==> config.mk <==
export PLATFORM = sky130hd
export DESIGN_NAME = fmac2fib_rxctrl_wide
export DESIGN_NICKNAME = d
export VERILOG_FILES = /design/src/rtl/fmac2fib_rxctrl_wide.sv
export SDC_FILE = /design/constraint.sdc
export NUM_CORES = 1
export LEC_CHECK = 0
export ABC_AREA = 1
export CORE_UTILIZATION = 50
export DETAILED_ROUTE_END_ITERATION = 10
export DONT_BUFFER_PORTS = 1
export PLACE_DENSITY = 0.68
export REMOVE_ABC_BUFFERS = 1
export SLEW_MARGIN = 10
export SYNTH_ARGS = -nofsm -noshare
export SYNTH_HDL_FRONTEND = slang
export SYNTH_SLANG_ARGS = --single-unit
==> constraint.sdc <==
create_clock -name clk_fib -period 1.8 [get_ports clk_fib]
set_clock_uncertainty 0.1 [all_clocks]
set_input_delay 0.18 -clock clk_fib [delete_from_list [all_inputs] [get_ports clk_fib]]
set_output_delay 0.18 -clock clk_fib [all_outputs]
set_load 0.005 [all_outputs]
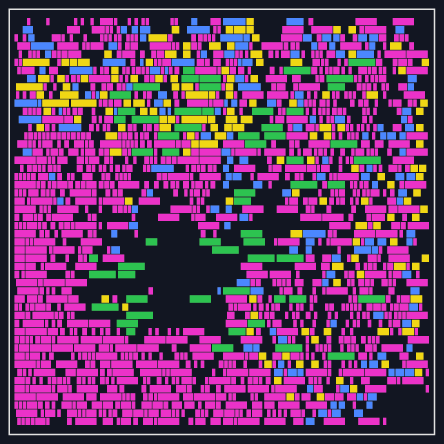
Figure 1: sizing map.
(3 px per um)
| size | color | cells | most used |
|---|---|---|---|
| _0 and _1 cells | magenta | 1225 | nand2_1 |
| _3 and _4 cells | yellow | 146 | buf_4 |
| _2 cells | blue | 157 | a21oi_2 |
| _6 and larger | green | 58 | clkbuf_16 |
Signal buffers: 215
P&R area growth vs syn: 33.1%
worst setup margin: -0.0766 ns

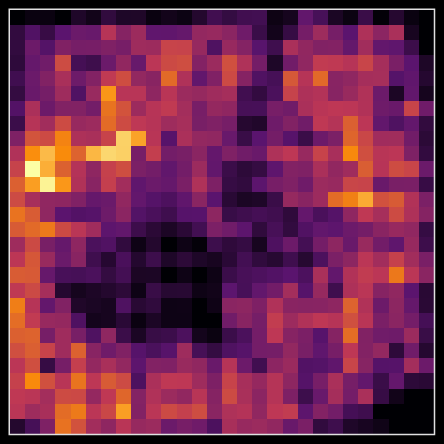
Figure 2: routed metal per tile.
(3 px per um) The die is cut into 28 by 28 equal tiles; black is low, pale yellow is high, scaled to the fullest tile. Values are wire area over tile area, all layers added.
mean over tiles: 0.24
emptiest ninth of the die: center
tiles over half the peak: 16%
fullest tile: 0.71
nearly empty tiles: 2.8%
post-DR wirelength/cell: 15.7 um
all-layer global routing usage: 0.281
total wire length: 28900 um
vias post-DR: 9796

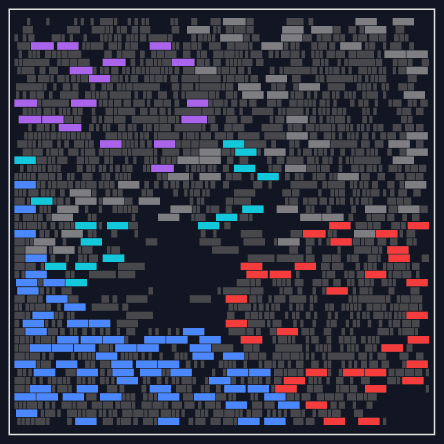
Figure 3: register map, names as in the netlist.
(3 px per um) Other sequential cells in the stronger gray, the rest of the logic in the fainter gray.
| name in the netlist | color | sequential cells |
|---|---|---|
| `remaining_r` | purple | 17 |
| `pkt_cnt` | red | 32 |
| `datain_rf` | blue | 64 |
| `datain_rcf` | cyan | 16 |
Reg area: 3750 um2
Seq/total area: 0.291

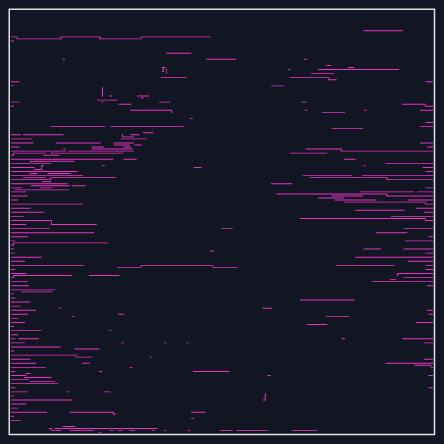
Figure 4: the metal 3 layer.
(3 px per um)
wire length on this layer: 2040 um
nets with wire on the layer: 200
share of all routed wire: 7.0%
global routing usage on met3: 0.0713

==> flow_metrics.tcl <==
# implementation run metrics
set metrics [dict create \
    status "finished, violations left" \
    violations "hold timing, setup timing" \
    yosys.stat.seqShare 0.384 \
    ys_chip_area_um2 9690 \
    crit_slowest_cell "dfxtp_2" \
    design.seq.count 186 \
    top_cell_area_share 0.384 \
    inv_count 107 \
    finalSetupTns_ns -2.82 \
    path_buffers 3 \
    grt_max_degree 98 \
    met1_usage 0.332 \
    netSwitchingFraction 0.265 \
    final_common_cell "nand2_1" \
    comb_power_share 0.041 \
    clock_path_buffers 2 \
    pin_count 314 \
    area_leaders "dfxtp_1 38%, nand2_1 11%, nor2_1 10%" \
    fmax_ghz 0.533 \
    layout.nonclk_buf_frac 0.162 \
    post-cts-setup-buffer-count 11 \
    numSynthFlops 186 \
    numPortBuffers 0 \
    yosysWarnings 0 \
    fin_crit_ns 1.88 \
    rr_worst_depth 12 \
    pre_cts_ws_ns -0.117 \
    yosysCellCount 1399 \
    antenna_cells 0 \
    rsz0062_at_grt "true" \
    finalNetCount 1730 \
    grt_first_pass_wirelength_um 44900 \
    drtIter0Drc 447 \
    ys_sh_mux 0 \
    clkCellAreaFrac 0.0506 \
    hold_class "input port to flop" \
    largest_reg_flops 64 \
    final_core_util 0.685 \
    placedInstanceArea_um2 10700 \
    post-place-cells 1707 \
    hold_viol 95 \
    whs_ns -0.312 \
    ys_sh_aoi 0.128 \
    drc 0 \
    cp_num_cells 12 \
    cp_cell_sequence "inv_2 -> ha_4 -> nand3_4 -> nor2_8 -> buf_6 -> nand4_4 -> nor2_4 -> nand2_4 -> nand2_8 -> clkbuf_16 -> nand2_2 -> a21oi_2" \
    cts_tree "built" \
    antenna_found_initial 0 \
    setup_violations 77 \
    drt_first_pass_iters 5 \
    cp-start-kind "flop" \
    p_clk_frac 0.478 \
    synth_cell_types 38 \
    powerDensity_nw_per_um2 663 \
    period_used_share 1.04 \
    ctsHoldBuffers 84 \
    die_area_um2 19900 \
    cts-buffers-inserted 17 \
    n_tap_cell 260 \
    cp_top_family "simple AND/OR/NAND/NOR gates" \
    cts_htree_levels 4 \
    drive_above_1_share 0.228 \
    comb_share 0.439 \
    warnings 77 \
    max-vdd-ir-drop_uv 761 \
    place_congestion 0.927 \
    row_count 50 \
    ant_nets 0 \
    core_um2 18800 \
    grt_overflow 0 \
    vias_per_cell 5.31 \
    min_path_cells 1 \
    endpoint_kind "flop" \
    dominant_cells "logic gates" \
    wl_met1_um 11900 \
    synth-simple-area-share 0.333 \
    maxCapViolCount 0 \
    dp_hpwl_um 19000 \
    top_usage_layer "met2" \
    comb_cell_power_mw 0.354 \
    xor_share 0.0533 \
    syn_avg_cell_area_um2 6.93 \
    crit_path_max_incr_delay_ns 0.33 \
    fin_ws_ns -0.0766 \
    slew_violations 0 \
    instances_no_fill 1846 \
    power.leakage_nw 5.25 \
    reg2reg_setup_slack_ns -0.08 \
    insertion_delay_ns 0.44 \
    net-switching-power_mw 2.26 \
    fa_ha_area_frac 0.0168 \
    fillers 1591 \
    finalInstanceArea_um2 12900 \
    seqPwrFrac 0.481 \
    logic_family "simple AND/OR/NAND/NOR gates" \
    die-width_um 141 \
    cts_resized 22 \
    power_leader "sequential cells" \
    fp_util 0.515 \
    syn_inst 1399 \
    wl_met2_um 14300 \
    clockRootBuffer "clkbuf_16" \
    grt_util_met2 0.484 \
    worstPathRequired_ns 2.07 \
    grt_pass1_vias 9260 \
    worstPathMaxFanout 9 \
    lay_top_cells "261 x nand2_1, 236 x nor2_1, 171 x dfxtp_1" \
    power.internal_mw 6.29 \
    largest_area_cell "dfxtp_1" \
    dr_wl_met3_um 2040 \
    synth_area_um2 9690 \
    clk_pin_slew_worst_paths_ns 0.09 \
    seq_power_mw 4.11 \
    crit_type "flop to flop" \
    logic_gates 1046 \
    power_mw 8.55 \
    clk-power_mw 4.08 \
    cts_num_sinks 186 \
    dieHeight_um 141 \
    cp.arrival_ns 2.15 \
    comb_area_um2 5670 \
    n_clock_buffer 17 \
    topRoutingLayerUsed "met4" \
]
cell usage after synthesis:
library cell	number
nand3_4	1
nor2_2	5
buf_4	17
buf_2	3
xnor2_1	25
nand4_4	1
a21oi_1	83
ha_1	13
nor3b_2	2
nand2_4	3
xor2_1	34
inv_1	99
o21ai_0	75
nor2_4	2
conb_1	1
nand3b_1	9
a21oi_2	30
nand2_1	286
nor3_1	40
nand2_2	32
clkbuf_1	45
dfxtp_1	186
inv_2	7
o21bai_1	1
nor3_2	2
nor2_1	257
clkinv_4	1
o31ai_1	3
buf_1	2
nand3_1	72
nand4_1	21
nor4_1	1
a31oi_1	3
buf_6	8
a211oi_1	4
nand3_2	1
o21ai_1	22
nor2_8	2
